Run 1, M1 wires:
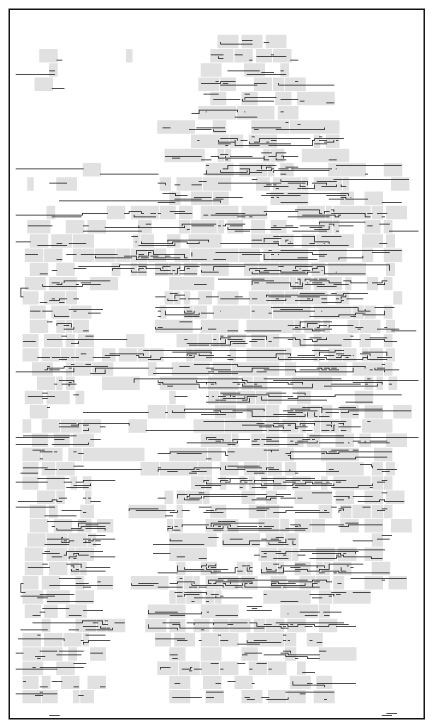
Run 1, met2 routing:
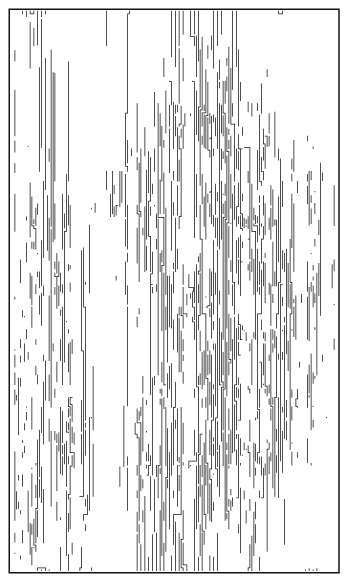
Run 1, M4 wires:
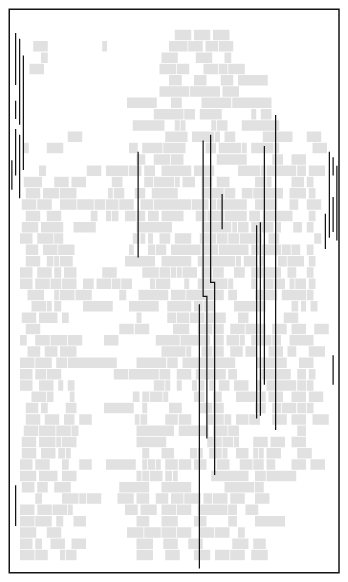
[src/rtl/memory_access_unit_if.sv]
// Data-memory bus between the memory stage and the data memory.
// The master issues word-aligned requests; the slave grants and responds.
interface memory_access_unit_if;
  logic        dmem_req;
  logic        dmem_we;
  logic [31:0] dmem_addr;
  logic [31:0] dmem_wdata;
  logic [3:0]  dmem_wstrb;
  logic        dmem_gnt;
  logic        dmem_rvalid;
  logic [31:0] dmem_rdata;

  modport master (
    output dmem_req, dmem_we, dmem_addr, dmem_wdata, dmem_wstrb,
    input  dmem_gnt, dmem_rvalid, dmem_rdata
  );

  modport slave (
    input  dmem_req, dmem_we, dmem_addr, dmem_wdata, dmem_wstrb,
    output dmem_gnt, dmem_rvalid, dmem_rdata
  );
endinterface

[src/rtl/memory_access_unit.sv]
// Memory stage: load/store sequencing, lane steering and extension.
// Optional MISALIGN_TRAP_EN flags misaligned H/W accesses instead of aligning them.
module memory_access_unit (
  input  logic                        clk,
  input  logic                        rst_n,
  input  logic [31:0]                 M_alu_result,
  input  logic [31:0]                 M_write_data,
  input  logic                        M_mem_read,
  input  logic                        M_mem_write,
  input  logic [2:0]                  M_funct3,
  output logic [31:0]                 M_read_data,
  output logic                        M_mem_stall,
  output logic                        M_misaligned,
  memory_access_unit_if.master        bus
);

  typedef enum logic [1:0] {
    IDLE,
    WAIT_RESP,
    DONE
  } state_t;

  state_t      state;
  logic [31:0] rdata_q;
  logic        ld_q;
  logic [2:0]  f3_q;
  logic [1:0]  lane_q;

  logic        op_valid;
  logic        is_b;
  logic        is_h;
  logic        is_w;
  logic [1:0]  lane;
  logic        misalign;
  logic        issue;
  logic [3:0]  strb;
  logic [31:0] wdata;
  logic [31:0] sh;
  logic [31:0] ext;

  assign op_valid = M_mem_read | M_mem_write;
  assign is_b     = (M_funct3[1:0] == 2'b00);
  assign is_h     = (M_funct3[1:0] == 2'b01);
  assign is_w     = M_funct3[1];

`ifdef MISALIGN_TRAP_EN
  assign lane     = M_alu_result[1:0];
  assign misalign = (is_h & M_alu_result[0]) |
                    (is_w & (|M_alu_result[1:0]));
`else
  // Without the trap, sub-word offsets are forced to natural alignment.
  assign lane     = is_w ? 2'b00 :
                    is_h ? {M_alu_result[1], 1'b0} :
                    M_alu_result[1:0];
  assign misalign = 1'b0;
`endif

  assign issue = rst_n & (state == IDLE) & op_valid & ~misalign;

  always_comb begin
    strb  = 4'b1111;
    wdata = M_write_data;
    unique case (1'b1)
      is_b: begin
        strb  = 4'b0001 << lane;
        wdata = {4{M_write_data[7:0]}};
      end
      is_h: begin
        strb  = 4'b0011 << lane;
        wdata = {2{M_write_data[15:0]}};
      end
      default: begin
        strb  = 4'b1111;
        wdata = M_write_data;
      end
    endcase
  end

  assign bus.dmem_req   = issue;
  assign bus.dmem_we    = issue & ~M_mem_read;
  assign bus.dmem_addr  = {M_alu_result[31:2], 2'b00};
  assign bus.dmem_wdata = wdata;
  assign bus.dmem_wstrb = (issue & ~M_mem_read) ? strb : 4'b0000;

  assign M_mem_stall  = rst_n & (issue | (state == WAIT_RESP));
  assign M_misaligned = rst_n & (state == IDLE) & op_valid & misalign;
  assign M_read_data  = (state == DONE) ? rdata_q : 32'h0;

  assign sh = bus.dmem_rdata >> {lane_q, 3'b000};

  always_comb begin
    ext = bus.dmem_rdata;
    unique case (1'b1)
      f3_q[1]:
        ext = bus.dmem_rdata;
      (f3_q[1:0] == 2'b01):
        ext = {{16{~f3_q[2] & sh[15]}}, sh[15:0]};
      default:
        ext = {{24{~f3_q[2] & sh[7]}}, sh[7:0]};
    endcase
  end

  always_ff @(posedge clk) begin
    if (!rst_n) begin
      state   <= IDLE;
      rdata_q <= 32'h0;
      ld_q    <= 1'b0;
      f3_q    <= 3'b000;
      lane_q  <= 2'b00;
    end else begin
      unique case (state)
        IDLE: begin
          if (issue && bus.dmem_gnt) begin
            state  <= WAIT_RESP;
            ld_q   <= M_mem_read;
            f3_q   <= M_funct3;
            lane_q <= lane;
          end
        end
        WAIT_RESP: begin
          if (bus.dmem_rvalid) begin
            state   <= DONE;
            rdata_q <= ld_q ? ext : 32'h0;
          end
        end
        DONE: state <= IDLE;
        default: state <= IDLE;
      endcase
    end
  end

endmodule

[src/flat_wrapper.sv]
// flat-port wrapper written by rule: the top's interface ports become plain ports
module memory_access_unit_flat 
  (clk, rst_n, M_alu_result, M_write_data, M_mem_read, M_mem_write, M_funct3, M_read_data, M_mem_stall, M_misaligned, bus_dmem_req, bus_dmem_we, bus_dmem_addr, bus_dmem_wdata, bus_dmem_wstrb, bus_dmem_gnt, bus_dmem_rvalid, bus_dmem_rdata);
  memory_access_unit_if bus_i ();
  input  logic clk;
  input  logic rst_n;
  input  logic [31:0] M_alu_result;
  input  logic [31:0] M_write_data;
  input  logic M_mem_read;
  input  logic M_mem_write;
  input  logic [2:0] M_funct3;
  output logic [31:0] M_read_data;
  output logic M_mem_stall;
  output logic M_misaligned;
  output wire logic [$bits(bus_i.dmem_req)-1:0] bus_dmem_req;
  output wire logic [$bits(bus_i.dmem_we)-1:0] bus_dmem_we;
  output wire logic [$bits(bus_i.dmem_addr)-1:0] bus_dmem_addr;
  output wire logic [$bits(bus_i.dmem_wdata)-1:0] bus_dmem_wdata;
  output wire logic [$bits(bus_i.dmem_wstrb)-1:0] bus_dmem_wstrb;
  input wire logic [$bits(bus_i.dmem_gnt)-1:0] bus_dmem_gnt;
  input wire logic [$bits(bus_i.dmem_rvalid)-1:0] bus_dmem_rvalid;
  input wire logic [$bits(bus_i.dmem_rdata)-1:0] bus_dmem_rdata;
  assign bus_dmem_req = bus_i.dmem_req;
  assign bus_dmem_we = bus_i.dmem_we;
  assign bus_dmem_addr = bus_i.dmem_addr;
  assign bus_dmem_wdata = bus_i.dmem_wdata;
  assign bus_dmem_wstrb = bus_i.dmem_wstrb;
  assign bus_i.dmem_gnt = bus_dmem_gnt;
  assign bus_i.dmem_rvalid = bus_dmem_rvalid;
  assign bus_i.dmem_rdata = bus_dmem_rdata;
  memory_access_unit u_core (.clk(clk), .rst_n(rst_n), .M_alu_result(M_alu_result), .M_write_data(M_write_data), .M_mem_read(M_mem_read), .M_mem_write(M_mem_write), .M_funct3(M_funct3), .M_read_data(M_read_data), .M_mem_stall(M_mem_stall), .M_misaligned(M_misaligned), .bus(bus_i));
endmodule
[config.mk]
export PLATFORM = sky130hd
export DESIGN_NAME = memory_access_unit_flat
export DESIGN_NICKNAME = d
export VERILOG_FILES = /design/src/rtl/memory_access_unit_if.sv /design/src/rtl/memory_access_unit.sv /design/src/flat_wrapper.sv
export SDC_FILE = /design/constraint.sdc
export NUM_CORES = 1
export LEC_CHECK = 0
export ABC_AREA = 0
export ABC_CLOCK_PERIOD_IN_PS = 1600
export CORE_ASPECT_RATIO = 1.75
export CORE_MARGIN = 2
export CORE_UTILIZATION = 31
export DETAILED_ROUTE_END_ITERATION = 10
export PLACE_DENSITY_LB_ADDON = 0.3
export SYNTH_ARGS = -nofsm -noshare
export SYNTH_HDL_FRONTEND = slang
export SYNTH_SLANG_ARGS = --single-unit
[constraint.sdc]
create_clock -name clk -period 1.6 [get_ports clk]
set_input_delay 0.24 -clock clk [delete_from_list [all_inputs] [get_ports clk]]
set_output_delay 0.24 -clock clk [all_outputs]
set_load 0.01 [all_outputs]
==> results.txt, run 1 <==
buffers added on ports = 145
combinational share of power = 0.281
clock network fraction of total power = 0.360
chip area = 0.01068 mm²
post-cts hold-fix buffer tally = 0
power attributed to sequential cells = 1020 µW
initial antenna violation count = 0
design internal power = 2060 µW
flop share of the area = 0.1606
most frequent cells after synthesis = sky130_fd_sc_hd__buf_4, sky130_fd_sc_hd__nand2_1, sky130_fd_sc_hd__dfxtp_1
mapped cell area = 0.003050 mm²
Non-Filler Cell Area, Final = 0.005025 mm²
peak-usage layer in the global routing report = met2
drt pass-1 iters = 4
H-tree lvl count = 2
Final Setup Violations = 7
register bit count reported by yosys = 40
HPWL after detailed placement = 8.659 mm
area of all sequential standard cells = 807.0 µm²
OpenROAD warnings = 28
non-clock inverter total of the final layout = 3
met2 layer wire length in the routed design = 5.851 mm
GRT Resource Usage Total = 0.2118
Psw = 783.2 µW
cell class with the largest area share = logic gates
largest combinational cell category by area = AND-OR/OR-AND gates
overflow left after global routing = 0
run status = complete, but fails checks
fmax = 616.4 MHz
number of well-tap cells placed = 122
register share of total power = 0.359
Worst path top cell family by delay = buffers and inverters
Area leader share = 0.2625
flip-flop count of the largest register after layout = 32
Hold EP = u_core.state[1]$_SDFFE_PN0P_
Avg Synthesized Cell Area = 8.450 µm²
power density normalized to cell area = 565.8 mW/mm²
Post-CTS Setup Bufs = 16
critical path depth in cells = 6
AND-OR/OR-AND share of the synthesized area = 0.2535
drt via density = 5.209
insertion delay at the late pin of the worst-skew pair = 0.29 ns
placed instance count = 601
global placement routability congestion = 0.8813
endpoints failing hold = 0
share of the core filled with cells = 0.5274
post-route fraction of the period consumed by the critical path = 1.014
crit start category = flip-flop
antenna-violating nets left = 0
combinational gate count = 249
yosys adder share = 0
ys cells = 361
Net count, final = 609
commonest cells after routing, fill and taps aside = sky130_fd_sc_hd__clkdlybuf4s50_1, sky130_fd_sc_hd__nand2_1, sky130_fd_sc_hd__buf_4
antenna diode instance count = 0
std cell rows = 47
Leakage = 0.002036 µW
combinational power = 798 µW
cell with the largest stage delay on the worst path = sky130_fd_sc_hd__dfxtp_2
worst setup path endpoint = M_read_data[27]
Top power group = registers
final worst path period need = 1.622 ns
count of clock buffers in the final design = 6
FF-to-FF Start = u_core.lane_q[1]$_SDFFE_PN0P_
setup slack after placement = -0.6110 ns
share of cells above drive strength 1 = 0.3782
max-slew violation count = 0
cells on worst reg2reg path = 6
slack of the worst reg-to-reg path = 0.09 ns
Max-Cap Viols = 0
Flops = 40
post-synthesis sequential area ratio = 0.2625
start point of the worst min-delay path = rst_n
met3 Track Usage GR = 0.04867
floorplan die width = 78.99 µm
xor and xnor fraction of the mapped netlist area = 0
count of non-filler cells in the finished layout = 627
DRT met1 WL = 3.922 mm
count of non-CTS buffers in the layout = 205
cell chain of the critical path = nor2b_4 -> buf_6 -> buf_6 -> buf_6 -> and2_1 -> buf_2
number of global-route vias before repair = 3361
top register by number of flip-flops = u_core.rdata_q
CTS Sinks = 40
largest net degree at the start of global routing = 40
most instantiated logic cell after routing = sky130_fd_sc_hd__clkdlybuf4s50_1
final clock skew = 0.004552 ns
type of the setup path with the least slack = flip-flop to output pin
signal arrival time at the worst endpoint = 1.38 ns
Cell area leaders = sky130_fd_sc_hd__dfxtp_1, sky130_fd_sc_hd__buf_4, sky130_fd_sc_hd__mux2i_1
fraction of synthesized area in multiplexers = 0.1358
worst setup slack after layout = -0.02231 ns
Clock Pin Slew Worst Setup and Hold Paths = 0.06 ns
DR WL/cell = 18.11 µm
synth warn = 0
Worst VDD drop = 0.0004057 V
Most common reg cell = sky130_fd_sc_hd__dfxtp_1
Critical Path Max Stage Delay = 0.34 ns
Buf/Inv on CP = 4
yosys stat area = 0.003050 mm²
largest area contributor in the synthesized netlist = sky130_fd_sc_hd__dfxtp_1
failing checks = negative setup slack
combined area of the multi-input logic cells = 0.001974 mm²
Net Sw Frac = 0.2755
post-cts resize count = 261
setup repair after global routing missed its margin = yes
uppermost signal routing layer after detailed routing = met4
wire length on met3 = 933 µm
core area = 0.009527 mm²
Crit path required time = 1.36 ns
aggregate negative setup slack = -0.06698 ns
largest fanout on the critical path = 6
height of the die = 135.2 µm
drc violations = 0
placed cell area = 0.004548 mm²
simple-gate area share of the yosys netlist = 0.1944
CTS buffer count = 5
worst hold slack after final layout = 0.4466 ns
total clock network power = 1020 µW
maximum clock insertion buffer count = 2
class of the tightest hold or removal check = primary input to flip-flop
clk root buf = sky130_fd_sc_hd__clkbuf_16
fraction of standard cell area in multi-input logic = 0.3929
Worst path most repeated cell = sky130_fd_sc_hd__buf_6
largest registers ranked by flip-flop count = u_core.rdata_q: 32 flops, u_core.f3_q: 3 flops
capture point of the worst reg-to-reg path = u_core.rdata_q[18]$_SDFFE_PN0P_
number of inserted filler cells in the final layout = 904
ports placed on the boundary = 209
## Picture notes: 'M1 wires'
nets with wire on the layer	477
longest straight run	51.5 µm
wire length after detailed routing: 11.36 mm
number of vias in the routed layout: 3266
met1 routing resource usage after global routing: 0.2121

## Picture notes: 'met2 routing'
share of all routed wire	52%
main direction	vertical
wire length on this layer	5850 µm
longest straight run	42.8 µm
met2 Track Usage GR: 0.3847

## Picture notes: 'M4 wires'
longest straight run	75.5 µm
nets with wire on the layer	23
share of all routed wire	5.7%
main direction	vertical

--- run 2 (diff from run 1) ---
--- a/config.mk
+++ b/config.mk
@@ -12,5 +12,5 @@
 export CORE_UTILIZATION = 31
 export DETAILED_ROUTE_END_ITERATION = 10
-export PLACE_DENSITY_LB_ADDON = 0.3
+export PLACE_DENSITY = 0.73
 export SYNTH_ARGS = -nofsm -noshare
 export SYNTH_HDL_FRONTEND = slang
==> constraint.sdc (replaced) <==
create_clock -name clk -period 1.6 [get_ports clk]
set_input_delay 0.4 -clock clk [delete_from_list [all_inputs] [get_ports clk]]
set_output_delay 0.4 -clock clk [all_outputs]
set_load 0.01 [all_outputs]
==> run 2 against run 1 <==
Against the previous run:
- the flow still finishes with violations (negative setup slack)
- critical path type unchanged
- largest cell class is now buffers
- wire length grew 12%
- global-route usage grew 0.58 points
- area after synthesis is the same
- flip-flop count is the same
- clock-buffer cell count grew 2
- die size is the same
- critical path depth is the same
- combinational power grew 18%
- clock skew grew 0.0018 ns
- final cell count grew 4.6%
- non-clock buffer count grew 29
- utilization grew 5.3 points
==> results.txt, run 2 <==
Worst VDD drop = 0.0004530 V (+12%)
post-cts resize count = 419 (+61%)
met3 Track Usage GR = 0.02667 (-0.02200)
largest registers ranked by flip-flop count = u_core.rdata_q: 32 flops, u_core.f3_q: 3 flops
std cell rows = 47 (unchanged)
floorplan die width = 78.99 µm (unchanged)
placed cell area = 0.004658 mm² (+2.4%)
combinational gate count = 249 (unchanged)
most frequent cells after synthesis = sky130_fd_sc_hd__buf_4, sky130_fd_sc_hd__nand2_1, sky130_fd_sc_hd__dfxtp_1
number of inserted filler cells in the final layout = 826 (-8.6%)
tally of unique sky130hd cells used after synthesis = 39
combinational power = 942 µW (+18%)
share of the core filled with cells = 0.5809 (+0.05346)
cells on worst reg2reg path = 6 (unchanged)
signal arrival time at the worst endpoint = 1.40 ns (+0.02 ns)
height of the die = 135.2 µm (unchanged)
largest area contributor in the synthesized netlist = sky130_fd_sc_hd__dfxtp_1
Worst path top cell family by delay = buffers and inverters
total clock network power = 1000 µW (about the same)
post-synthesis sequential area ratio = 0.2625 (unchanged)
aggregate negative setup slack = -5.606 ns (-5.539 ns)
Buf/Inv on CP = 4 (unchanged)
placed instance count = 611 (+1.7%)
Net count, final = 638 (+4.8%)
effective utilization at floorplan = 0.3202
post-route fraction of the period consumed by the critical path = 1.127 (+0.1129)
ys cells = 361 (unchanged)
Clock Pin Slew Worst Setup and Hold Paths = 0.05 ns (about the same)
Flops = 40 (unchanged)
flop share of the area = 0.1465 (-0.01410)
number of global-route vias before repair = 3448 (+2.6%)
Psw = 808.4 µW (+3.2%)
critical path depth in cells = 6 (unchanged)
synth warn = 0 (unchanged)
ports placed on the boundary = 209 (unchanged)
count of clock buffers in the final design = 8 (+2)
share of cells above drive strength 1 = 0.4719 (+0.09369)
Worst path most repeated cell = sky130_fd_sc_hd__buf_6
worst setup slack after layout = -0.2030 ns (-0.1807 ns)
wire length on met3 = 606 µm (-35%)
setup slack after placement = -0.8552 ns (-0.2442 ns)
Final Setup Violations = 48 (+41)
mapped cell area = 0.003050 mm² (unchanged)
fmax = 554.6 MHz (-10%)
met2 Track Usage GR = 0.3884 (+0.003766)
xor and xnor fraction of the mapped netlist area = 0 (unchanged)
FF-to-FF Start = u_core.lane_q[1]$_SDFFE_PN0P_
non-clock inverter total of the final layout = 3 (unchanged)
Avg Synthesized Cell Area = 8.450 µm² (unchanged)
Net Sw Frac = 0.2726 (-0.002862)
Top power group = registers
endpoints failing hold = 0 (unchanged)
cell class with the largest area share = buffers
class of the tightest hold or removal check = flip-flop to flip-flop
Hold EP = u_core.rdata_q[0]$_SDFFE_PN0P_
overflow left after global routing = 0 (unchanged)
antenna-violating nets left = 0 (unchanged)
failing checks = negative setup slack
combined area of the multi-input logic cells = 0.002072 mm² (+4.9%)
top register by number of flip-flops = u_core.rdata_q
largest fanout on the critical path = 5 (-1)
yosys adder share = 0 (unchanged)
worst setup path endpoint = M_read_data[29]
cell with the largest stage delay on the worst path = sky130_fd_sc_hd__dfxtp_2
buffers added on ports = 145 (unchanged)
wire length after detailed routing = 12.69 mm (+12%)
yosys stat area = 0.003050 mm² (unchanged)
setup repair after global routing missed its margin = yes
simple-gate area share of the yosys netlist = 0.1944 (unchanged)
first-pass GRT wire length = 18.20 mm
HPWL after detailed placement = 8.493 mm (-1.9%)
combinational share of power = 0.318 (+0.037)
antenna diode instance count = 0 (unchanged)
final worst path period need = 1.803 ns (+0.1807 ns)
Crit path required time = 1.20 ns (-0.16 ns)
H-tree lvl count = 2 (unchanged)
clk root buf = sky130_fd_sc_hd__clkbuf_16
CTS buffer count = 5 (unchanged)
largest net degree at the start of global routing = 34 (-15%)
Max-Cap Viols = 0 (unchanged)
drt pass-1 iters = 5 (+1)
met1 routing resource usage after global routing = 0.2555 (+0.04338)
maximum clock insertion buffer count = 2 (unchanged)
DR WL/cell = 19.35 µm (+6.8%)
type of the setup path with the least slack = flip-flop to output pin
run status = complete, but fails checks
uppermost signal routing layer after detailed routing = met4
number of well-tap cells placed = 122 (unchanged)
commonest cells after routing, fill and taps aside = sky130_fd_sc_hd__buf_6, sky130_fd_sc_hd__buf_4, sky130_fd_sc_hd__nand2_1
area of all sequential standard cells = 810.8 µm² (+0.47%)
start point of the worst min-delay path = u_core.rdata_q[0]$_SDFFE_PN0P_
GRT Resource Usage Total = 0.2175 (+0.005794)
CTS Sinks = 40 (unchanged)
Leakage = 0.002349 µW (+15%)
design internal power = 2157 µW (+4.7%)
core area = 0.009527 mm² (unchanged)
Non-Filler Cell Area, Final = 0.005534 mm² (+10%)
drc violations = 0 (unchanged)
met2 layer wire length in the routed design = 6.684 mm (+14%)
final clock skew = 0.006307 ns (+0.001755 ns)
Area leader share = 0.2625 (unchanged)
global placement routability congestion = 0.9516 (+8.0%)
fraction of standard cell area in multi-input logic = 0.3744 (-0.01852)
register bit count reported by yosys = 40 (unchanged)
register share of total power = 0.344 (-0.015)
post-cts hold-fix buffer tally = 0 (unchanged)
number of vias in the routed layout = 3447 (+5.5%)
Cell area leaders = sky130_fd_sc_hd__dfxtp_1, sky130_fd_sc_hd__buf_4, sky130_fd_sc_hd__mux2i_1
Post-CTS Setup Bufs = 26 (+10)
capture point of the worst reg-to-reg path = u_core.rdata_q[20]$_SDFFE_PN0P_
insertion delay at the late pin of the worst-skew pair = 0.28 ns (about the same)
slack of the worst reg-to-reg path = 0.06 ns (-0.03 ns)
initial antenna violation count = 0 (unchanged)
fraction of synthesized area in multiplexers = 0.1358 (unchanged)
count of non-filler cells in the finished layout = 656 (+4.6%)
clock network fraction of total power = 0.338 (-0.022)
flip-flop count of the largest register after layout = 32 (unchanged)
Most common reg cell = sky130_fd_sc_hd__dfxtp_1
count of non-CTS buffers in the layout = 234 (+14%)
power attributed to sequential cells = 1020 µW (about the same)
DRT met1 WL = 4.905 mm (+25%)
cell chain of the critical path = nor2b_4 -> buf_8 -> buf_6 -> buf_6 -> and2_4 -> buf_6
worst hold slack after final layout = 0.4513 ns (+0.004704 ns)
Critical Path Max Stage Delay = 0.34 ns (about the same)
most instantiated logic cell after routing = sky130_fd_sc_hd__buf_6
drt via density = 5.255 (+0.88%)
peak-usage layer in the global routing report = met2
Run 2, M1 wires:
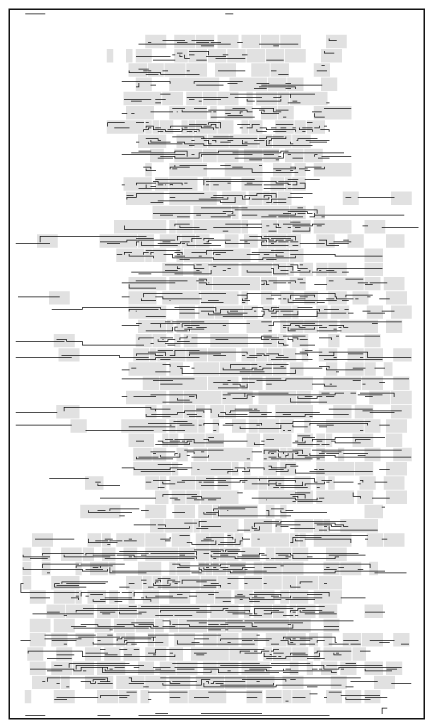
nets with wire on the layer	537
longest straight run	38.2 µm
main direction	horizontal

No activity file was given, so power comes from the tool's default toggle rates.
